`src/rtl/instruction_fetch_stage.sv`:
```
// Fetch PC, instruction-memory req/ack handshake, skid buffer and IF/ID register.
// Latency: a word acked at edge N is on instruction after edge N. Stall parks one word in skid; redirect flushes.
module instruction_fetch_stage #(
    parameter int unsigned       ADDR_W   = 16,
    parameter logic [ADDR_W-1:0] RESET_PC = '0,
    parameter logic [23:0]       NOP      = 24'h000000
) (
    input  logic              clk,
    input  logic              reset,
    input  logic              stall,
    input  logic              redirect,
    input  logic [ADDR_W-1:0] redirect_pc,
    output logic              imem_req,
    output logic [ADDR_W-1:0] imem_addr,
    input  logic              imem_ack,
    input  logic [23:0]       imem_rdata,
    output logic [23:0]       instruction,
    output logic [ADDR_W-1:0] pc_out,
    output logic              instr_valid
);
    typedef enum logic [1:0] {S_IDLE, S_WAIT, S_DROP, S_FULL} state_t;

    localparam logic [ADDR_W-1:0] ONE = {{(ADDR_W-1){1'b0}}, 1'b1};

    state_t            r_state;
    logic              r_req;
    logic [ADDR_W-1:0] r_addr;
    logic [ADDR_W-1:0] r_next_pc;
    logic [23:0]       r_skid_dat;
    logic [ADDR_W-1:0] r_skid_pc;
    logic [23:0]       r_instr;
    logic [ADDR_W-1:0] r_pc;
    logic              r_vld;

    logic [ADDR_W-1:0] w_next_inc;
    logic [ADDR_W-1:0] w_redir_inc;
    logic              w_pending;

    assign w_next_inc  = r_next_pc + ONE;
    assign w_redir_inc = redirect_pc + ONE;
    assign w_pending   = (r_state == S_WAIT) || (r_state == S_DROP);

    always_ff @(posedge clk) begin
        if (reset) begin
            r_state    <= S_IDLE;
            r_req      <= 1'b0;
            r_addr     <= RESET_PC;
            r_next_pc  <= RESET_PC + ONE;
            r_skid_dat <= NOP;
            r_skid_pc  <= RESET_PC;
            r_instr    <= NOP;
            r_pc       <= RESET_PC;
            r_vld      <= 1'b0;
        end else if (redirect) begin
            r_instr <= NOP;
            r_vld   <= 1'b0;
            r_req   <= 1'b1;
            // An unacked request cannot be withdrawn, so it is drained in DROP.
            if (w_pending && !imem_ack) begin
                r_state   <= S_DROP;
                r_next_pc <= redirect_pc;
            end else begin
                r_state   <= S_WAIT;
                r_addr    <= redirect_pc;
                r_next_pc <= w_redir_inc;
            end
        end else begin
            case (r_state)
                S_IDLE: begin
                    r_state <= S_WAIT;
                    r_req   <= 1'b1;
                end
                S_WAIT: begin
                    if (imem_ack) begin
                        if (stall) begin
                            r_skid_dat <= imem_rdata;
                            r_skid_pc  <= r_addr;
                            r_state    <= S_FULL;
                            r_req      <= 1'b0;
                        end else begin
                            r_instr   <= imem_rdata;
                            r_pc      <= r_addr;
                            r_vld     <= 1'b1;
                            r_addr    <= r_next_pc;
                            r_next_pc <= w_next_inc;
                        end
                    end
                end
                S_DROP: begin
                    if (imem_ack) begin
                        r_addr    <= r_next_pc;
                        r_next_pc <= w_next_inc;
                        r_state   <= S_WAIT;
                    end
                end
                S_FULL: begin
                    // next_pc still names the word after the skid entry.
                    if (!stall) begin
                        r_instr   <= r_skid_dat;
                        r_pc      <= r_skid_pc;
                        r_vld     <= 1'b1;
                        r_addr    <= r_next_pc;
                        r_next_pc <= w_next_inc;
                        r_state   <= S_WAIT;
                        r_req     <= 1'b1;
                    end
                end
            endcase
        end
    end

    assign imem_req    = r_req;
    assign imem_addr   = r_addr;
    assign instruction = r_instr;
    assign pc_out      = r_pc;
    assign instr_valid = r_vld;
endmodule

```
`config.mk`:
```
export PLATFORM = sky130hd
export DESIGN_NAME = instruction_fetch_stage
export DESIGN_NICKNAME = d
export VERILOG_FILES = /design/src/rtl/instruction_fetch_stage.sv
export SDC_FILE = /design/constraint.sdc
export NUM_CORES = 1
export LEC_CHECK = 0
export CORE_UTILIZATION = 56
export DETAILED_ROUTE_END_ITERATION = 10
export PLACE_DENSITY = 0.88
export SYNTH_ARGS = -nofsm -noshare
export SYNTH_HDL_FRONTEND = slang
export SYNTH_SLANG_ARGS = --single-unit
```
`constraint.sdc`:
```
create_clock -name clk -period 5.9 [get_ports clk]
set_clock_uncertainty 0.15 [all_clocks]
set_input_delay 0.885 -clock clk [delete_from_list [all_inputs] [get_ports clk]]
set_output_delay 0.885 -clock clk [all_outputs]
set_load 0.01 [all_outputs]
```
port_nets.png
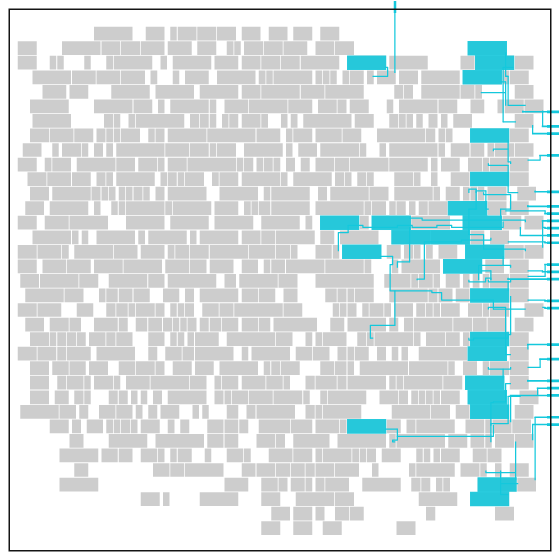
| port | color | direction | edge | end cells | wire |
|---|---|---|---|---|---|
| instruction | cyan | output | 23 right, 1 top | 24 | 526 µm |
# IOs: 103
tally of buffers added on design ports: 102

metal_stack.png
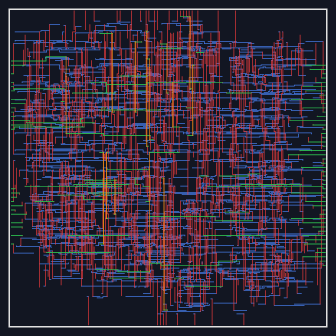
| layer | color | wire length |
|---|---|---|
| met2 | red | 6760 µm |
| met1 | blue | 5730 µm |
| met3 | green | 881 µm |
| met4 | orange | 352 µm |
routed vias: 4862
GR Util All Layers: 28.47%
DR WL/cell: 16.47 µm
sum of routed wire length over all layers: 13.72 mm

clock_map.png
Scale bar: 20 µm.
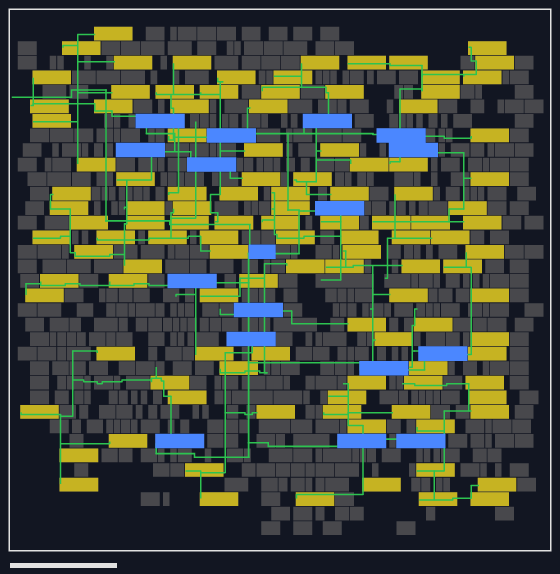
[clock wires] green | length: 1370 µm
[flip-flops] yellow | count: 116
[cells driving clock nets] blue | count: 17
flops lie: widely spread
routed clock nets: 18
P_clk: 0.921 mW
clock latency at the later pin of the worst-skew pair: 510 ps
Clock Power Share: 42.9%

final_clocks.png
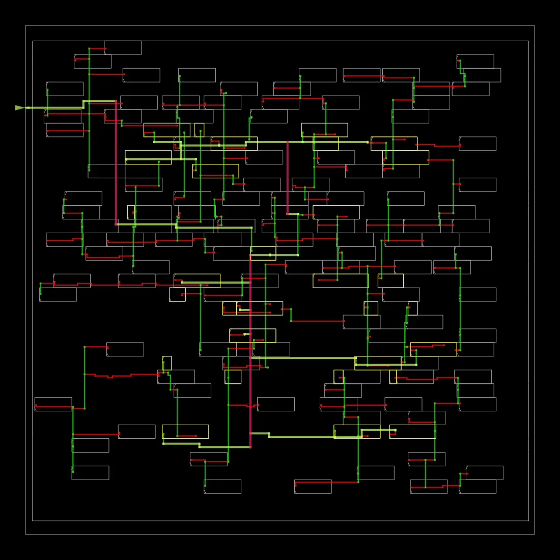
total number of sequential cells: 116
clk sink count: 116
tally of clock buffers in the finished layout: 21

gate_families.png
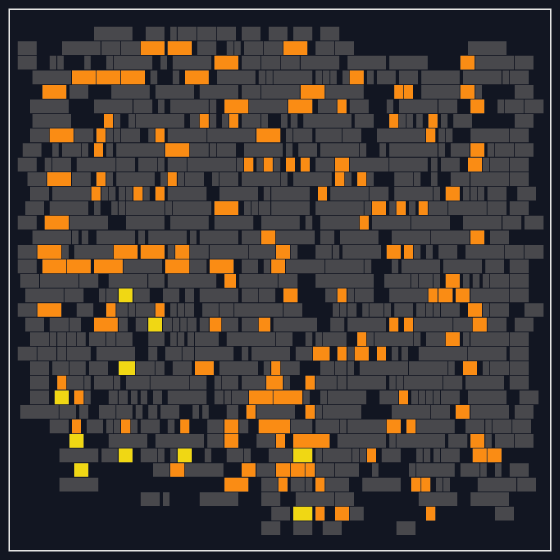
| family | color | cells |
|---|---|---|
| AND-OR and OR-AND gates | yellow | 10 |
| inverting AOI/OAI gates | orange | 132 |
highest-count logic cell in the final layout: dfxtp_1
Finished Layout Cells: 833
logic gate fraction of the total cell area: 41.67%

==> metrics.yaml <==
synthTopLogicFamily: "AND-OR/OR-AND gates"
yosys_warning_total: 0
post_cts_resized: 0
post-synth-top-area-cell: "dfxtp_1"
synth.area.mux_share_pct: 11.04
worst-setup-path-type: "in -> reg"
crit_top_cell: "nand2_1"
fmaxAchievable_ghz: 0.3287
cts_tree: "done"
cts_max_path_buffers: 2
cts.repair_timing.setup_buffer_count: 0
cts.hold.buffers_added: 0
area_used_by_sequential_logic_in_the_layout_um2: 2322
slew_headroom_pct: 24.96
cpMaxStageDelayCell: "nor3b_2"
post-place-ws_ps: 2447
yosysCellCount: 612
fillerInstances: 669
antenna_violating_nets_post_route: 0
wl_met2_mm: 6.760
synth.cellmix.xorXnorShare_pct: 4.470
final_net_count: 744
grt_first_pass_wirelength_mm: 22.46
place_congestion: 0.9222
ys_top_cells_by_count: "dfxtp_1 (116), nand2_1 (92), nor2_1 (77)"
ys_sh_simple_pct: 16.08
via_per_inst: 5.837
timing_worst_slew_pin_value_ps: 1126
floorplan.die.width_um: 101.0
synthArstFlopShare_pct: 0
fp.dieArea_um2: 10200
grt_antenna_before_repair: 0
setup_repair_after_global_routing_missed_its_margin: "no"
detail_route.drc_violations: 0
power_density_cells_nw_per_um2: 305.3
cp.required_ps: 6180
finalCritPeriodShare_pct: 51.57
synth.most_common_cell: "dfxtp_1"
core_area_um2: 9371
critPathBufInv: 2
uppermost_layer_routed: "met4"
wl_met3_um: 880
design_power_total_mw: 2.146
worstPathMaxFanout: 23
warnings: 29
synth-edff-count: 0
status: "finished, final reports clean"
synth-main-ff-cell: "dfxtp_1"
global_route.overflow_total: 0
layout.area.comb_um2: 2929
reg2reg_from: "r_state[0]"
grt_pass1_vias: 4639
largest_net_degree_at_the_start_of_global_routing: 91
worst_path_dominant_cell_family: "simple AND/OR/NAND/NOR gates"
n_antenna_cell: 0
slowest_delay_ps: 920
finish.instance_area_um2: 7029
hold_viol: 0
per-layer routing:
layer  global-route usage (%)  up-vias
li1                         -     2309
met1                    33.78     2334
met2                    49.10      184
met3                    7.420       35
met4                    11.26        0
met5                        0        -
worst reg2reg max path: cells and delay by family, from the launching register on:
family                     cells  cell delay (ps)
adders and majority gates      1              370
DFF                            1              410
AOI/OAI and AO/OA              1              150
buffers and inverters          1              420
and+or+nand+nor                3             1180
sequential cells by signal (all words and copies together) (netlist names):
signal,cells
r_next_pc,16
r_skid_pc,16
imem_req,1
imem_addr,16
pc_out,16
instr_valid,1
r_state,2
instruction,24
r_skid_dat,24
stage by stage:
stage          hold WS (ps)  cells
6_report              303.6    833
2_1_floorplan         286.0    612
5_1_grt               322.1    833
4_1_cts               306.4    833
3_5_place_dp          298.4    803
3_3_place_gp          291.0    803
power by group:
| part | internal, mW | switching (mW) |
|---|---|---|
| Combinational | 0.164 | 0.186 |
| Clock | 0.573 | 0.348 |
| Sequential | 0.830 | 0.0452 |
| Total | 1.57 | 0.580 |
layout make-up:
cell class,count,area share [%]
Clock buffer,21,6.390
Clock inverter,9,1.175
Inverter,9,0.4806
Multi-Input combinational cell,442,41.67
Sequential cell,116,33.04
Tap cell,129,2.296
Timing Repair Buffer,107,14.95
cells in the final DEF, fill, tap and decap left out, types with 2 or more instances in the layout:
| cell | n |
|---|---|
| a211oi_1 | 31 |
| a211oi_2 | 27 |
| a21oi_1 | 50 |
| and4_1 | 3 |
| buf_4 | 6 |
| clkbuf_1 | 2 |
| clkbuf_16 | 16 |
| clkbuf_8 | 3 |
| clkdlybuf4s50_1 | 100 |
| clkinv_2 | 4 |
| clkinv_4 | 2 |
| clkinvlp_4 | 2 |
| dfxtp_1 | 116 |
| ha_1 | 5 |
| inv_1 | 9 |
| mux2i_1 | 56 |
| nand2_1 | 92 |
| nand2b_1 | 3 |
| nand3_1 | 10 |
| nand4_1 | 2 |
| nor2_1 | 77 |
| nor3_1 | 9 |
| nor4_1 | 2 |
| nor4_2 | 3 |
| o211ai_1 | 4 |
| o211ai_2 | 2 |
| o21a_1 | 7 |
| o21ai_0 | 6 |
| o22ai_1 | 3 |
| xnor2_1 | 14 |
| xor2_1 | 14 |
final timing paths:
| path | endpoint | slack [ps] | cells past startpoint |
|---|---|---|---|
| worst max register to register | r_skid_dat[16] | 3150 | 6 |
| worst max-delay path | r_skid_dat[16] | 2860 | 6 |
| worst min-delay path | r_skid_dat[12] | 300 | 2 |
| worst min register to register | r_skid_dat[12] | 300 | 2 |
logic make-up after synthesis:
kind of cell               count (synthesis)
AOI/OAI and AO/OA                        142
adders and majority gates                  6
xor gates and xnor gates                  28
and+or+nand+nor                          207
buffers and inverters                     54
muxes                                     59
DFF                                      116
Power is estimated from default activity; no workload was simulated.
